File: config.mk
export PLATFORM = sky130hd
export DESIGN_NAME = vga_src_sched
export DESIGN_NICKNAME = d
export VERILOG_FILES = /design/src/rtl/vga_src_sched_pkg.sv /design/src/rtl/vga_src_sched_frame_tick.sv /design/src/rtl/vga_src_sched.sv
export SDC_FILE = /design/constraint.sdc
export NUM_CORES = 1
export LEC_CHECK = 0
export CAP_MARGIN = 20
export CORE_AREA = 4 4 72 74
export DETAILED_ROUTE_END_ITERATION = 10
export DIE_AREA = 0 0 76 78
export PLACE_DENSITY_LB_ADDON = 0.12
export SLEW_MARGIN = 25
export SYNTH_ARGS = -nofsm -noshare
export SYNTH_HDL_FRONTEND = slang
export SYNTH_HIERARCHICAL = 1
export SYNTH_SLANG_ARGS = --single-unit
File: constraint.sdc
create_clock -name clk_i -period 5.7 [get_ports clk_i]
set_clock_uncertainty 0.1 [all_clocks]
set_input_delay 0.855 -clock clk_i [delete_from_list [all_inputs] [get_ports clk_i]]
set_output_delay 0.855 -clock clk_i [all_outputs]
set_load 0.02 [all_outputs]
File: src/rtl/vga_src_sched_pkg.sv
// Shared types and constants for the VGA source scheduler.
// Holds the FSM encoding, the blanking coordinate and the RGB565 black pixel.
package vga_src_sched_pkg;

  typedef enum logic [1:0] {
    StShow  = 2'd0,
    StPend  = 2'd1,
    StBlank = 2'd2
  } state_e;

  localparam logic [9:0]  InvCoordDef = 10'h3ff;
  localparam logic [15:0] Rgb565Black = 16'h0000;

  // Next source index with wrap at num.
  function automatic logic [1:0] next_src(input logic [1:0] cur, input int unsigned num);
    return (32'(cur) == num - 32'd1) ? 2'd0 : cur + 2'd1;
  endfunction

endpackage

File: src/rtl/vga_src_sched_frame_tick.sv
// Frame-start detector: one-clock pulse on the first clock where the raster sits at (0,0).
module vga_src_sched_frame_tick (
  input  logic       clk_i,
  input  logic       rst_i,
  input  logic [9:0] pix_x_i,
  input  logic [9:0] pix_y_i,
  output logic       fs_o
);

  logic origin;
  logic origin_q;

  assign origin = (pix_x_i == 10'd0) && (pix_y_i == 10'd0);
  assign fs_o   = origin && !origin_q;

  always_ff @(posedge clk_i) begin
    if (rst_i) begin
      origin_q <= 1'b0;
    end else begin
      origin_q <= origin;
    end
  end

endmodule

File: src/rtl/vga_src_sched.sv
// Frame-synchronous selector for the VGA pixel generators; switches source only at
// frame start and inserts one black frame between sources.
module vga_src_sched
  import vga_src_sched_pkg::*;
#(
  parameter int unsigned NumSrc    = 3,
  parameter logic [9:0]  FrameHold = 10'd60,
  parameter logic [9:0]  InvCoord  = InvCoordDef
) (
  input  logic                  clk_i,
  input  logic                  rst_i,
  input  logic [9:0]            pix_x_i,
  input  logic [9:0]            pix_y_i,
  input  logic [16*NumSrc-1:0]  src_data_i,
  input  logic                  next_req_i,
  input  logic                  auto_en_i,
  input  logic                  sel_valid_i,
  input  logic [1:0]            sel_id_i,
  output logic                  sel_ready_o,
  output logic                  sel_err_o,
  output logic [15:0]           pix_data_o,
  output logic [1:0]            cur_src_o,
  output logic                  switching_o
);

  localparam logic [9:0] HoldLast = FrameHold - 10'd1;

  state_e      state_q, state_d;
  logic [9:0]  frame_cnt_q, frame_cnt_d;
  logic [1:0]  tgt_q, tgt_d;
  logic [1:0]  cur_src_q, cur_src_d;
  logic        sel_err_q, sel_err_d;
  logic        vld_q, vld_d;
  logic [15:0] pix_data_q, pix_data_d;
  logic [15:0] src_pix;
  logic        fs;
  logic        sel_accept;
  logic        sel_id_ok;

  vga_src_sched_frame_tick u_frame_tick (
    .clk_i   (clk_i),
    .rst_i   (rst_i),
    .pix_x_i (pix_x_i),
    .pix_y_i (pix_y_i),
    .fs_o    (fs)
  );

  assign sel_ready_o = (state_q == StShow);
  assign switching_o = (state_q != StShow);
  assign sel_err_o   = sel_err_q;
  assign cur_src_o   = cur_src_q;
  assign pix_data_o  = pix_data_q;

  assign sel_accept = sel_valid_i && sel_ready_o;
  assign sel_id_ok  = (32'(sel_id_i) < NumSrc);

  always_comb begin
    state_d     = state_q;
    frame_cnt_d = frame_cnt_q;
    tgt_d       = tgt_q;
    cur_src_d   = cur_src_q;
    sel_err_d   = 1'b0;
    unique case (state_q)
      StShow: begin
        if (!auto_en_i) begin
          frame_cnt_d = '0;
        end else if (fs && (frame_cnt_q != HoldLast)) begin
          frame_cnt_d = frame_cnt_q + 10'd1;
        end
        // An accepted but out-of-range select still wins over next_req that clock.
        if (sel_accept) begin
          if (sel_id_ok) begin
            tgt_d   = sel_id_i;
            state_d = StPend;
          end else begin
            sel_err_d = 1'b1;
          end
        end else if (next_req_i) begin
          tgt_d   = next_src(cur_src_q, NumSrc);
          state_d = StPend;
        end else if (auto_en_i && fs && (frame_cnt_q == HoldLast)) begin
          tgt_d   = next_src(cur_src_q, NumSrc);
          state_d = StPend;
        end
        if (state_d != StShow) begin
          frame_cnt_d = '0;
        end
      end
      StPend: begin
        frame_cnt_d = '0;
        if (fs) begin
          state_d = StBlank;
        end
      end
      StBlank: begin
        frame_cnt_d = '0;
        if (fs) begin
          cur_src_d = tgt_q;
          state_d   = StShow;
        end
      end
      default: begin
        state_d = StShow;
      end
    endcase
  end

  always_comb begin
    src_pix = Rgb565Black;
    for (int unsigned i = 0; i < NumSrc; i++) begin
      if (cur_src_q == 2'(i)) begin
        src_pix = src_data_i[16*i +: 16];
      end
    end
  end

  // vld is delayed one clock so it lines up with src_data, which trails pix_x/pix_y.
  assign vld_d      = (pix_x_i != InvCoord) && (pix_y_i != InvCoord);
  assign pix_data_d = !vld_q              ? Rgb565Black :
                      (state_q == StBlank) ? Rgb565Black : src_pix;

  always_ff @(posedge clk_i) begin
    if (rst_i) begin
      state_q     <= StShow;
      frame_cnt_q <= '0;
      tgt_q       <= '0;
      cur_src_q   <= '0;
      sel_err_q   <= 1'b0;
      vld_q       <= 1'b0;
      pix_data_q  <= Rgb565Black;
    end else begin
      state_q     <= state_d;
      frame_cnt_q <= frame_cnt_d;
      tgt_q       <= tgt_d;
      cur_src_q   <= cur_src_d;
      sel_err_q   <= sel_err_d;
      vld_q       <= vld_d;
      pix_data_q  <= pix_data_d;
    end
  end

endmodule

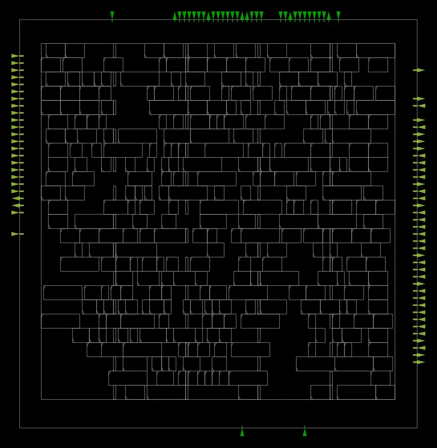
Run 1: placement view
fraction of area in registers: 0.2353
placeable core region: 0.004598 mm²

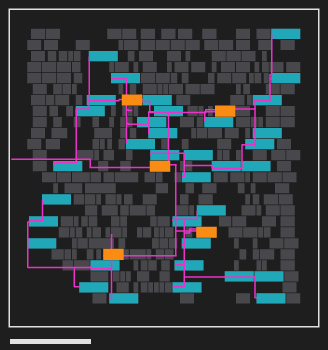
Run 1: clock distribution
Scale bar: 20 µm.
[orange] cells driving clock nets | count: 5
[magenta] clock wires | length: 427 µm
[cyan] flip-flops | count: 35
flops lie	widely spread
routed clock nets	6
P_clk: 173 µW
clock network fraction of total power: 0.305

==> impl_results.html, run 1 <==
<h2>Implementation results</h2>
<table>
<tr><th>Metric</th><th>Value</th></tr>
<tr><th colspan="2">Critical path</th></tr>
<tr><td>Data required time of the critical path</td><td>5.82 ns</td></tr>
<tr><td>Critical path endpoint category</td><td>flip-flop</td></tr>
<tr><td>Family of cells with the greatest summed delay on the critical path</td><td>simple AND/OR/NAND/NOR gates</td></tr>
<tr><td>Kind of critical path</td><td>in2reg</td></tr>
<tr><td>Cell-by-cell trace of the critical path</td><td>clkdlybuf4s50_1, or4_4, nor3_1, o32a_2, nor3b_1, or4bb_1, o21ai_0</td></tr>
<tr><td>Register-to-register path setup slack</td><td>3.35 ns</td></tr>
<tr><td>Timing endpoint of the critical path</td><td>frame_cnt_q[1]</td></tr>
<tr><td>Depth of the critical timing path with buffers and inverters included</td><td>7</td></tr>
<tr><th colspan="2">Yosys</th></tr>
<tr><td>Fraction of the mapped netlist area in adder cells</td><td>0.03279</td></tr>
<tr><td>XOR Share, Synth</td><td>0</td></tr>
<tr><td>Synth cell types</td><td>47</td></tr>
<tr><td>Post-Synthesis Net Count</td><td>315</td></tr>
<tr><td>Cell area after synthesis</td><td>0.001908 mm²</td></tr>
<tr><td>Count of yosys warnings during synthesis</td><td>6</td></tr>
<tr><td>Cell area leaders</td><td>sky130_fd_sc_hd__dfxtp_1, sky130_fd_sc_hd__mux2i_1, sky130_fd_sc_hd__nor2_1</td></tr>
<tr><th colspan="2">Clock network</th></tr>
<tr><td>Clock tree from TritonCTS</td><td>done</td></tr>
<tr><td>Number of buffers added to fix hold violations after cts</td><td>0</td></tr>
<tr><td>Clock tree root driver cell</td><td>sky130_fd_sc_hd__clkbuf_8</td></tr>
<tr><td>Maximum number of buffers from clock root to sink</td><td>2</td></tr>
<tr><th colspan="2">Routing</th></tr>
<tr><td>Post-detailed-route count of antenna-violating nets</td><td>0</td></tr>
<tr><td>Drt drc</td><td>0</td></tr>
<tr><td>Detailed-router iteration count before antenna repair</td><td>4</td></tr>
<tr><td>Routed wl met3</td><td>406 µm</td></tr>
<tr><th colspan="2">Final layout</th></tr>
<tr><td>Post-Layout Cell Count</td><td>382</td></tr>
<tr><td>Buffers outside the clock class</td><td>97</td></tr>
<tr><td>Fraction of area in clock buffers and inverters</td><td>0.02857</td></tr>
<tr><td>Combinational gates</td><td>181</td></tr>
<tr><td>Most frequent logic cell in the layout</td><td>sky130_fd_sc_hd__clkdlybuf4s50_1</td></tr>
<tr><td>Post-layout nets</td><td>407</td></tr>
<tr><th colspan="2">Floorplanning</th></tr>
<tr><td>Floorplan Utilization</td><td>0.4150</td></tr>
<tr><td>Tap Cells</td><td>54</td></tr>
<tr><th colspan="2">Job</th></tr>
<tr><td>Total number of warnings across the stage logs</td><td>29</td></tr>
<tr><th colspan="2">GRT</th></tr>
<tr><td>Number of global-route vias before repair</td><td>1881</td></tr>
<tr><td>Layer with the highest usage</td><td>met2</td></tr>
<tr><td>Largest net degree at the start of global routing</td><td>21</td></tr>
<tr><th colspan="2">Power and ir drop</th></tr>
<tr><td>Net switching component of the power</td><td>151.2 µW</td></tr>
<tr><td>Power Internal</td><td>417.8 µW</td></tr>
<tr><td>Ratio of total power to cell area</td><td>191.1 mW/mm²</td></tr>
<tr><td>Switching share of total power</td><td>0.2657</td></tr>
<tr><th colspan="2">STA</th></tr>
<tr><td>Portion of the clock cycle consumed by the worst path in the final layout</td><td>0.5916</td></tr>
<tr><th colspan="2">Status</th></tr>
<tr><td>Result of the run</td><td>finished clean</td></tr>
</table>
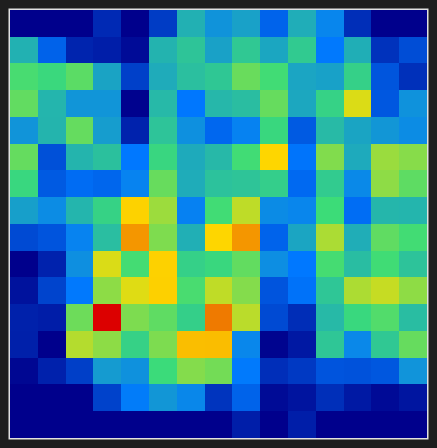
Run 1: wiring heat map
15 x 16 tiles, from dark blue (low) to red (high), scaled to the fullest tile. Values are wire area over tile area, all layers added.
mean over tiles	0.14
tiles over half the peak	25%
nearly empty tiles	11%
fullest tile	0.42
GRT Resource Usage Total: 0.1705
Wirelength per Cell: 13.51 µm
count of vias placed by the detailed router: 1998
routed wire length: 5160 µm

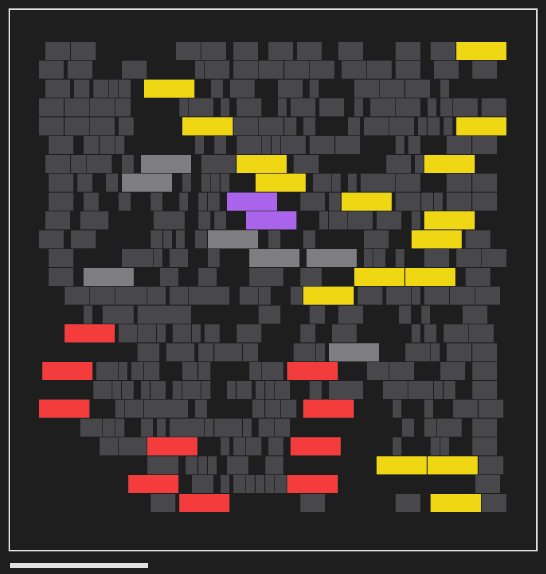
Run 1: where the registers sit
Scale bar: 20 µm. Other sequential cells in the stronger grey, the rest of the logic in the fainter grey.
colour	signal	flops
purple	cur_src_o	2
red	frame_cnt_q	10
yellow	pix_data_o	16
not coloured	7
post-layout util: 0.6476
sequential-cell power consumption: 258 µW
Register Area: 700.7 µm²

==> run 2: changes to the inputs <==
CORE_AREA = 4 4 78 80   (was 4 4 72 74)
DIE_AREA = 0 0 82 84   (was 0 0 76 78)
clock period = 3.1 ns   (was 5.7 ns; I/O delays follow)
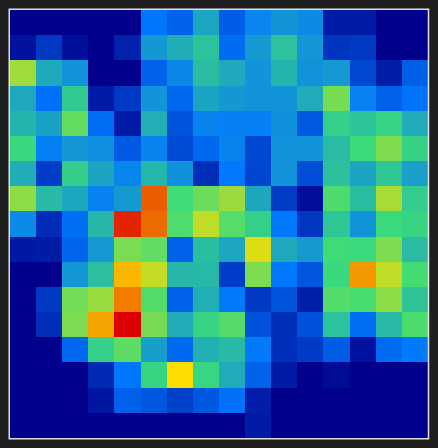
Run 2: wiring heat map
16 x 17 tiles, from dark blue (low) to red (high), scaled to the fullest tile. Values are wire area over tile area, all layers added.
nearly empty tiles	18%
emptiest ninth of the die	bottom right
fullest tile	0.46
mean over tiles	0.13
tiles over half the peak	15%
routed wire length: 5426 µm
count of vias placed by the detailed router: 2039
Wirelength per Cell: 13.43 µm
GRT Resource Usage Total: 0.1574

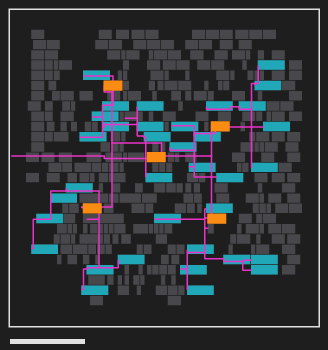
Run 2: clock distribution
Scale bar: 20 µm.
[cyan] flip-flops | count: 35
[orange] cells driving clock nets | count: 5
[magenta] clock wires | length: 451 µm
routed clock nets	6
P_clk: 425 µW
insertion delay of the later-clocked pin in the worst-skew pair: 0.29 ns
clock network fraction of total power: 0.366

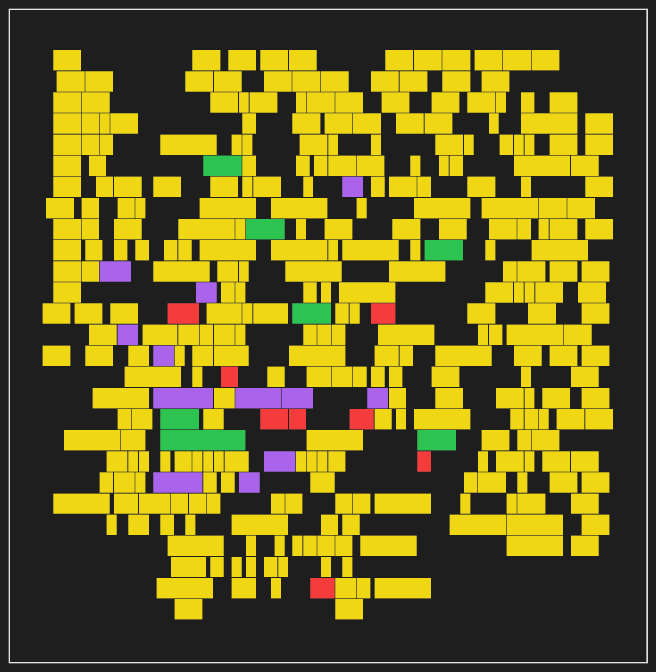
Run 2: cell sizes after repair
colour	size	cells	most used
red	drive 2	8	or2_2
green	drive 6 and up	7	clkbuf_8
yellow	drive 1 or less	305	clkdlybuf4s50_1
purple	drive 3 to 4	12	buf_4
design area: 0.003063 mm²
buffers outside the clock class: 101
area growth from synthesis to layout: 60.52%
minimum setup slack in the final design: 0.4405 ns

==> impl_results.html, run 2 <==
<h2>Implementation results</h2>
<table>
<tr><th>Metric</th><th>Value</th></tr>
<tr><th colspan="2">Status</th></tr>
<tr><td>Result of the run</td><td>finished clean</td></tr>
<tr><th colspan="2">Critical path</th></tr>
<tr><td>Kind of critical path</td><td>in2reg</td></tr>
<tr><td>Register-to-register path setup slack</td><td>0.77 ns</td></tr>
<tr><td>Family of cells with the greatest summed delay on the critical path</td><td>simple AND/OR/NAND/NOR gates</td></tr>
<tr><td>Depth of the critical timing path with buffers and inverters included</td><td>8</td></tr>
<tr><td>Cell-by-cell trace of the critical path</td><td>clkdlybuf4s50_1, or4_4, nor3_1, nand2_1, or2_2, o211ai_4, o31a_4, o221ai_1</td></tr>
<tr><th colspan="2">Routing</th></tr>
<tr><td>Detailed-router iteration count before antenna repair</td><td>4</td></tr>
<tr><th colspan="2">Power and ir drop</th></tr>
<tr><td>Sequential-cell power consumption</td><td>474 µW</td></tr>
<tr><td>Net switching component of the power</td><td>282.9 µW</td></tr>
<tr><td>Ratio of total power to cell area</td><td>379.0 mW/mm²</td></tr>
<tr><th colspan="2">Yosys</th></tr>
<tr><td>XOR Share, Synth</td><td>0</td></tr>
<tr><td>Cell area after synthesis</td><td>0.001908 mm²</td></tr>
<tr><td>Fraction of the mapped netlist area in adder cells</td><td>0.03279</td></tr>
<tr><td>Post-Synthesis Net Count</td><td>315</td></tr>
<tr><td>Count of yosys warnings during synthesis</td><td>6</td></tr>
<tr><td>Synth cell types</td><td>47</td></tr>
<tr><th colspan="2">Clock network</th></tr>
<tr><td>Clock tree from TritonCTS</td><td>done</td></tr>
<tr><td>Maximum number of buffers from clock root to sink</td><td>2</td></tr>
<tr><th colspan="2">Final layout</th></tr>
<tr><td>Most frequent logic cell in the layout</td><td>sky130_fd_sc_hd__clkdlybuf4s50_1</td></tr>
<tr><td>Post-layout nets</td><td>411</td></tr>
<tr><th colspan="2">Floorplanning</th></tr>
<tr><td>Placeable core region</td><td>0.005405 mm²</td></tr>
<tr><td>Tap Cells</td><td>72</td></tr>
<tr><th colspan="2">Job</th></tr>
<tr><td>Total number of warnings across the stage logs</td><td>29</td></tr>
<tr><th colspan="2">GRT</th></tr>
<tr><td>Layer with the highest usage</td><td>met2</td></tr>
<tr><td>Number of global-route vias before repair</td><td>1924</td></tr>
</table>
==> run 3: changes to the inputs <==
CORE_AREA = 4 4 85 87   (was 4 4 78 80)
DIE_AREA = 0 0 89 91   (was 0 0 82 84)
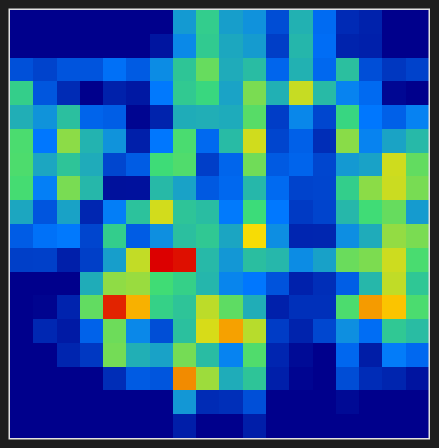
Run 3: wiring heat map
18 x 18 tiles, from dark blue (low) to red (high), scaled to the fullest tile. Values are wire area over tile area, all layers added.
nearly empty tiles	20%
mean over tiles	0.11
tiles over half the peak	17%
GRT Resource Usage Total: 0.1331
routed wire length: 5513 µm

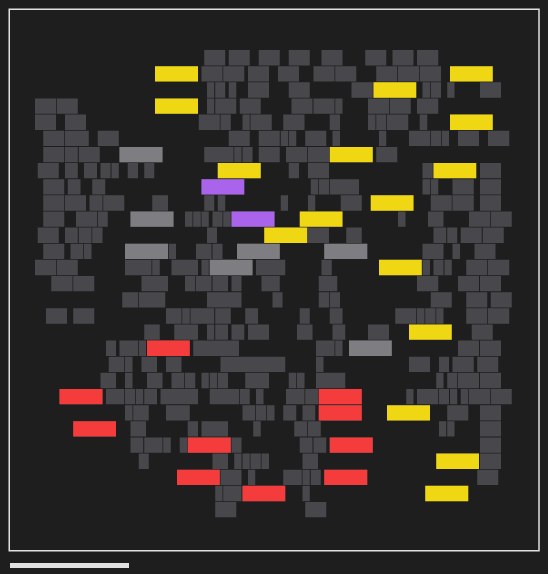
Run 3: where the registers sit
Scale bar: 20 µm. Other sequential cells in the stronger grey, the rest of the logic in the fainter grey.
colour	signal	flops
purple	cur_src_o	2
red	frame_cnt_q	10
yellow	pix_data_o	16
post-layout util: 0.4818
sequential-cell power consumption: 474 µW
fraction of area in registers: 0.2290

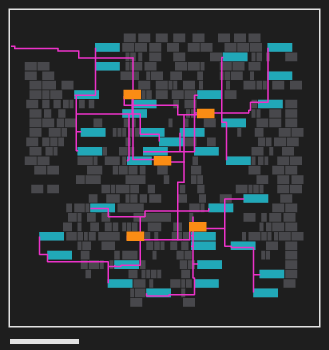
Run 3: clock distribution
Scale bar: 20 µm.
[magenta] clock wires | length: 551 µm
[cyan] flip-flops | count: 35
[orange] cells driving clock nets | count: 5
routed clock nets	6
clock network fraction of total power: 0.352
P_clk: 401 µW

==> impl_results.html, run 3 <==
<h2>Implementation results</h2>
<table>
<tr><th>Metric</th><th>Value</th></tr>
<tr><th colspan="2">Status</th></tr>
<tr><td>Result of the run</td><td>finished clean</td></tr>
<tr><th colspan="2">Final layout</th></tr>
<tr><td>Combinational gates</td><td>181</td></tr>
<tr><td>Post-Layout Cell Count</td><td>409</td></tr>
<tr><td>Register Area</td><td>700.7 µm²</td></tr>
<tr><td>Buffers outside the clock class</td><td>102</td></tr>
<tr><td>Fraction of area in clock buffers and inverters</td><td>0.03354</td></tr>
<tr><td>Post-layout nets</td><td>412</td></tr>
<tr><td>Design area</td><td>0.003059 mm²</td></tr>
<tr><th colspan="2">Clock network</th></tr>
<tr><td>Clock tree from TritonCTS</td><td>done</td></tr>
<tr><td>Number of buffers added to fix hold violations after cts</td><td>0</td></tr>
<tr><td>Insertion delay of the later-clocked pin in the worst-skew pair</td><td>0.29 ns</td></tr>
<tr><th colspan="2">GRT</th></tr>
<tr><td>Largest net degree at the start of global routing</td><td>22</td></tr>
<tr><td>Number of global-route vias before repair</td><td>1893</td></tr>
<tr><th colspan="2">Routing</th></tr>
<tr><td>Detailed-router iteration count before antenna repair</td><td>4</td></tr>
<tr><td>Post-detailed-route count of antenna-violating nets</td><td>0</td></tr>
<tr><td>Wirelength per Cell</td><td>13.48 µm</td></tr>
<tr><td>Drt drc</td><td>0</td></tr>
<tr><td>Count of vias placed by the detailed router</td><td>2022</td></tr>
<tr><th colspan="2">Critical path</th></tr>
<tr><td>Data required time of the critical path</td><td>3.16 ns</td></tr>
<tr><td>Timing endpoint of the critical path</td><td>frame_cnt_q[3]</td></tr>
<tr><td>Critical path endpoint category</td><td>flip-flop</td></tr>
<tr><td>Family of cells with the greatest summed delay on the critical path</td><td>simple AND/OR/NAND/NOR gates</td></tr>
<tr><td>Depth of the critical timing path with buffers and inverters included</td><td>10</td></tr>
<tr><th colspan="2">STA</th></tr>
<tr><td>Minimum setup slack in the final design</td><td>0.4135 ns</td></tr>
<tr><th colspan="2">Yosys</th></tr>
<tr><td>Cell area after synthesis</td><td>0.001908 mm²</td></tr>
<tr><td>Fraction of the mapped netlist area in adder cells</td><td>0.03279</td></tr>
<tr><td>Count of yosys warnings during synthesis</td><td>6</td></tr>
<tr><td>Post-Synthesis Net Count</td><td>315</td></tr>
<tr><td>XOR Share, Synth</td><td>0</td></tr>
<tr><td>Synth cell types</td><td>47</td></tr>
<tr><th colspan="2">Floorplanning</th></tr>
<tr><td>Placeable core region</td><td>0.006350 mm²</td></tr>
<tr><td>Tap Cells</td><td>77</td></tr>
<tr><td>Floorplan Utilization</td><td>0.3005</td></tr>
<tr><th colspan="2">Power and ir drop</th></tr>
<tr><td>Power Internal</td><td>855.9 µW</td></tr>
<tr><td>Net switching component of the power</td><td>284.4 µW</td></tr>
<tr><td>Switching share of total power</td><td>0.2494</td></tr>
<tr><th colspan="2">Job</th></tr>
<tr><td>Total number of warnings across the stage logs</td><td>29</td></tr>
</table>
Power is estimated from default activity; no workload was simulated.
